--- src/rtl/cpu_types_pkg.sv ---
// Shared MIPS core types: memory-stage state and writeback-select encodings.
// Opcodes for LL/SC are only consumed when MEM_WB_LLSC_EN is defined.
package cpu_types_pkg;

  typedef enum logic {
    IDLE = 1'b0,
    DONE = 1'b1
  } mem_state_t;

  localparam logic [1:0] WB_ALU  = 2'd0;
  localparam logic [1:0] WB_LOAD = 2'd1;
  localparam logic [1:0] WB_PCP4 = 2'd2;
  localparam logic [1:0] WB_LUI  = 2'd3;

  localparam logic [5:0] OP_LL = 6'h30;
  localparam logic [5:0] OP_SC = 6'h38;

endpackage

--- src/rtl/mem_wb_stage_wb_select.sv ---
// Writeback data mux, shared between the MEM/WB latch and forwarding logic.
module wb_select
  import cpu_types_pkg::*;
#(
  parameter int WORD_W = 32
) (
  input  logic [1:0]        memToReg,
  input  logic [WORD_W-1:0] aluRes,
  input  logic [WORD_W-1:0] loadData,
  input  logic [WORD_W-1:0] pcp4,
  input  logic [WORD_W-1:0] luiValue,
  output logic [WORD_W-1:0] wdat
);

  always_comb begin
    wdat = aluRes;
    case (memToReg)
      WB_ALU:  wdat = aluRes;
      WB_LOAD: wdat = loadData;
      WB_PCP4: wdat = pcp4;
      WB_LUI:  wdat = luiValue;
      default: wdat = aluRes;
    endcase
  end

endmodule

--- src/rtl/mem_wb_stage.sv ---
// Memory stage and MEM/WB latch: dcache request/hold, load capture, sticky halt.
// Optional LL/SC link tracking is enabled by defining MEM_WB_LLSC_EN.
module mem_wb_stage
  import cpu_types_pkg::*;
#(
  parameter int WORD_W = 32,
  parameter int SEL_W  = 5
) (
  input  logic              CLK,
  input  logic              RST,
  input  logic              dREN_mem,
  input  logic              dWEN_mem,
  input  logic [WORD_W-1:0] portO_mem,
  input  logic [WORD_W-1:0] dmemstore_mem,
  input  logic              regWr_mem,
  input  logic [1:0]        MemToReg_mem,
  input  logic [WORD_W-1:0] luiValue_mem,
  input  logic [WORD_W-1:0] pcp4_mem,
  input  logic [SEL_W-1:0]  wsel_mem,
  input  logic [5:0]        op_mem,
  input  logic              halt_mem,
  input  logic              ihit,
  input  logic              dhit,
  input  logic [WORD_W-1:0] dmemload,
  input  logic              flush,
  output logic              dmemREN,
  output logic              dmemWEN,
  output logic [WORD_W-1:0] dmemaddr,
  output logic [WORD_W-1:0] dmemstore,
  output logic              mem_stall,
  output logic              regWr_wb,
  output logic [SEL_W-1:0]  wsel_wb,
  output logic [WORD_W-1:0] wdat_wb,
  output logic              halt_wb
);

  mem_state_t        state, stateNext;
  logic              storeReq, memop, advance, inIdle, wbLoad;
  logic [WORD_W-1:0] loadHold, loadData, selData, wbData;

  assign inIdle = (state == IDLE);
  assign wbLoad = advance & ~halt_wb;

`ifdef MEM_WB_LLSC_EN
  logic              linkValid, scOk, scFail, isLL, isSC;
  logic [WORD_W-1:0] linkAddr;

  assign isLL   = (op_mem == OP_LL);
  assign isSC   = (op_mem == OP_SC);
  assign scOk   = isSC & linkValid & (linkAddr == portO_mem);
  assign scFail = isSC & ~scOk;

  // A failed SC never reaches the cache, so it neither stalls nor writes.
  assign storeReq = dWEN_mem & ~scFail;
  assign wbData   = isSC ? {{(WORD_W-1){1'b0}}, scOk} : selData;

  // Link state changes only when the entry retires so it stays stable
  // for the whole lifetime of an outstanding SC.
  always_ff @(posedge CLK or posedge RST) begin
    if (RST) begin
      linkValid <= 1'b0;
      linkAddr  <= '0;
    end else if (wbLoad) begin
      if (isLL) begin
        linkValid <= 1'b1;
        linkAddr  <= portO_mem;
      end else if (dWEN_mem && (portO_mem == linkAddr)) begin
        linkValid <= 1'b0;
      end
    end
  end
`else
  logic unusedOp;
  assign unusedOp = ^op_mem;
  assign storeReq = dWEN_mem;
  assign wbData   = selData;
`endif

  assign memop = dREN_mem | storeReq;

  // Requests drop while reset is held so an in-flight access is abandoned at once.
  assign dmemREN   = dREN_mem & inIdle & ~halt_wb & ~RST;
  assign dmemWEN   = storeReq & inIdle & ~halt_wb & ~RST;
  assign dmemaddr  = portO_mem;
  assign dmemstore = dmemstore_mem;

  assign mem_stall = memop & inIdle & ~dhit;
  assign advance   = ihit & ~mem_stall;

  always_ff @(posedge CLK or posedge RST) begin
    if (RST) state <= IDLE;
    else     state <= stateNext;
  end

  always_comb begin
    stateNext = state;
    if (advance)                    stateNext = IDLE;
    else if (inIdle && memop && dhit) stateNext = DONE;
  end

  always_ff @(posedge CLK or posedge RST) begin
    if (RST)                          loadHold <= '0;
    else if (inIdle && memop && dhit) loadHold <= dmemload;
  end

  // Same-cycle dhit+ihit takes the data straight from the cache.
  assign loadData = (state == DONE) ? loadHold : dmemload;

  wb_select #(.WORD_W(WORD_W)) uSel (
    .memToReg (MemToReg_mem),
    .aluRes   (portO_mem),
    .loadData (loadData),
    .pcp4     (pcp4_mem),
    .luiValue (luiValue_mem),
    .wdat     (selData)
  );

  always_ff @(posedge CLK or posedge RST) begin
    if (RST) begin
      regWr_wb <= 1'b0;
      wsel_wb  <= '0;
      wdat_wb  <= '0;
      halt_wb  <= 1'b0;
    end else if (wbLoad) begin
      regWr_wb <= regWr_mem & ~flush;
      wsel_wb  <= wsel_mem;
      wdat_wb  <= wbData;
      if (!flush) halt_wb <= halt_mem;
    end
  end

endmodule

--- config.mk ---
export PLATFORM = sky130hd
export DESIGN_NAME = mem_wb_stage
export DESIGN_NICKNAME = d
export VERILOG_FILES = /design/src/rtl/cpu_types_pkg.sv /design/src/rtl/mem_wb_stage_wb_select.sv /design/src/rtl/mem_wb_stage.sv
export SDC_FILE = /design/constraint.sdc
export NUM_CORES = 1
export LEC_CHECK = 0
export ABC_CLOCK_PERIOD_IN_PS = 2800
export CAP_MARGIN = 20
export CORE_ASPECT_RATIO = 0.5
export CORE_MARGIN = 2
export CORE_UTILIZATION = 37
export DETAILED_ROUTE_END_ITERATION = 7
export GPL_TIMING_DRIVEN = 0
export PLACE_DENSITY = 0.82
export SLEW_MARGIN = 20
export SYNTH_ARGS = -nofsm -noshare
export SYNTH_HDL_FRONTEND = slang
export SYNTH_HIERARCHICAL = 1
export SYNTH_SLANG_ARGS = --single-unit
--- constraint.sdc ---
create_clock -name CLK -period 2.8 [get_ports CLK]
set_input_delay 0.84 -clock CLK [delete_from_list [all_inputs] [get_ports CLK]]
set_output_delay 0.84 -clock CLK [all_outputs]
set_load 0.01 [all_outputs]
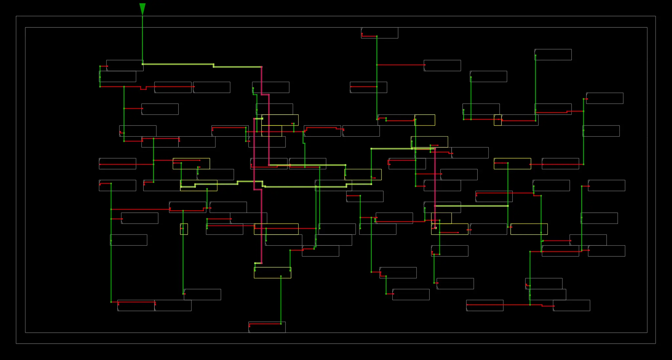
Fig. 1. Clock wiring as the flow saved it.
clock buffer count from CTS: 9
clk sinks: 72
worst-case clock skew: 3.48 ps

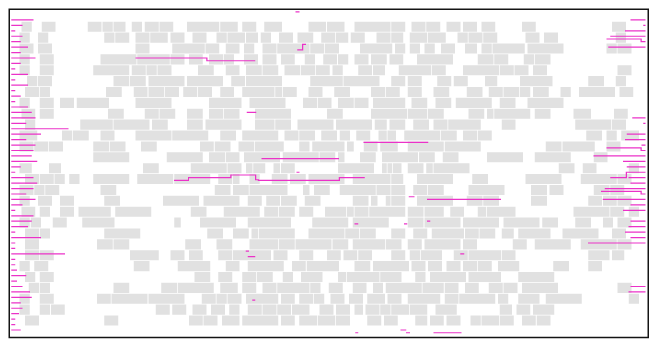
Fig. 2. Signal wires on met3.
Scale: 4 px per µm. Cells faint in the background.
wire length on this layer = 532 µm
longest straight run = 20.2 µm
main direction = horizontal
nets with wire on the layer = 97
GR Layer Usage met3: 0.0434
detailed-route via count: 3491
final WL: 13200 µm

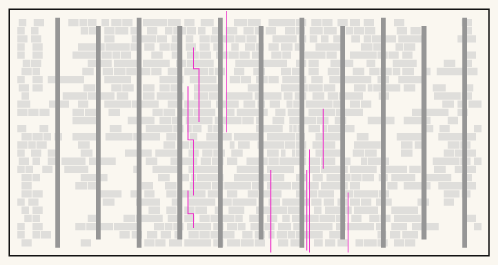
Fig. 3. The metal 4 layer.
Scale: 3 px per µm. Supply wires on this layer in grey. Cells faint in the background.
main direction = vertical
share of all routed wire = 1.9%
nets with wire on the layer = 8

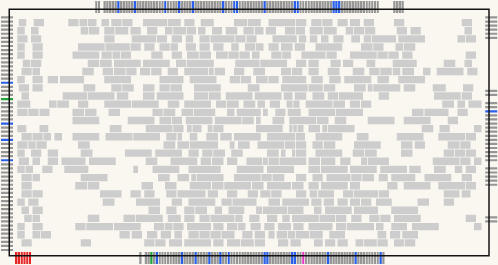
Fig. 4. Ports around the boundary.
Scale: 3 px per µm. Pins as bars across the die edge, other pins in grey.
`op_mem` -> red  # pins 6, direction input, edge south
`luiValue_mem` -> blue  # pins 32, direction input, edge 14 north, 13 south, 4 west, 1 east
`halt_wb` -> magenta  # pins 1, direction output, edge south
`MemToReg_mem` -> green  # pins 2, direction input, edge 1 west, 1 south
all pins by edge = 106 north, 94 south, 58 west, 30 east
Die Wd: 159 µm
die height: 81.7 µm
count of input and output buffers: 248

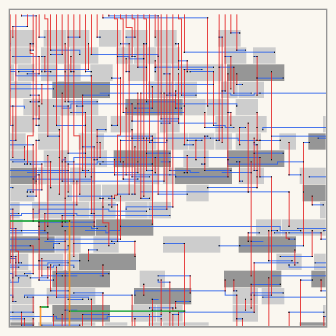
Fig. 5. Zoomed window.
Window x 95 to 145, y 32 to 82 µm. Cells in grey, sequential cells in the stronger grey; small squares are vias.
metal 4 -> orange
metal 2 -> red
metal 3 -> green
metal 1 -> blue
sequential cells in the window = 15
cells with their middle in the window = 102
netlist names of flops here include = `loadHold` (11), `wdat_wb` (3)
most frequent = clkdlybuf4s50_1 (33), mux2_2 (25), dfrtp_1 (15)

==> reports/qor.rpt <==
===============================================================================
Result of the run                                                  complete, no violations
Final Hold Violation Tally                                                    0
Synth Warn #                                                                  6
Logic area                                                             2010 µm²
Arrival time worst endpoint                                             1850 ps
Antenna-violating nets left                                                   0
Highest-delay cell along the critical path                         clkdlybuf4s50_1
Max-slew violation total from the final report                                0
Antenna violations before repair                                              0
Clk network pwr share                                                     0.361
Final worst path period share                                             0.960
CP Data Required Time                                                   1960 ps
Number of placement rows                                                     28
Number of library cell types mapped by synthesis                             20
Worst setup endpoint                                                  mem_stall
DRC viols                                                                     0
Total length of routed met2 wires                                       7200 µm
Grt total ovfl                                                                0
Gate power share                                                          0.270
Highest Clock Rate                                                    0.372 GHz
Setup slack, reg-to-reg                                                  780 ps
Relative area change from synthesis to final layout                       68.4%
Worst min-delay path class                                         register to register
Clock Pin Slew Worst Setup and Hold Paths                                 50 ps
Number of inserted diodes                                                     0
Met3 layer wire length in the routed design                              531 µm
RSZ-0062 raised after global routing                                      false
Final weighted congestion in routability-driven placement                 0.797
Final std cell area, no fill                                           7520 µm²
Worst-case hold path end point                                      loadHold[8]
Power spent charging and discharging nets                                773 µW
Leading power group                                                sequential cells
Wire length of the first global-routing pass                           19700 µm
Design Power                                                            3280 µW
# fillers                                                                   935
Part of the total power dissipated in sequential elements                 0.369
Register area                                                          1800 µm²
Sw frac                                                                   0.236
Flop+latch power                                                        1210 µW
Total of endpoints with negative setup slack in the final report              0
Mean routed wirelength per cell                                         18.0 µm
Met1 track demand over resource                                           0.231
Post-CTS Hold Buffers                                                         0
TritonCTS clock tree                                                        yes
Post-layout instance count excluding filler cells                           732
Delay-heaviest family, CP                                          buffers and inverters
Maximum number of pins on one net before global-route repair                 41
Initial DRC Count                                                            57
Vias in the first global route                                             3783
Worst setup EP type                                                 output port
Max_slew headroom                                                         0.701
Grt peak-use layer                                                         met2
Worst hold path stage count                                                   1
===============================================================================
[synth_stat cells (all sizes together)]
cell type and instances:
o311ai 1, o21ai 1, nor2b 1, nor3 2, buf 82, nand2b 1, o211ai 1, dfrtp 72
and2 2, inv 4, nor2 1, mux4 32, a2bb2oi 1, mux2 102
[kinds of logic (layout without fill, tap and decap cells)]
logic type      count (synthesis)  after routing  synth area share
compound gates                  4              4            0.0118
buf+inv                        86            350             0.149
flops                          72             72             0.403
mux                           134            134             0.428
simple gates                    7              7           0.00868
[final cells by class]
cell class	count	area share
Timing Repair Buffer	249	0.336
Buffer	82	0.0863
Sequential cell	72	0.239
Inverter	4	0.00233
Tap cell	165	0.0274
Clock buffer	12	0.0354
Multi-Input combinational cell	145	0.268
Clock inverter	3	0.00532
No activity file was given, so power comes from the tool's default toggle rates.
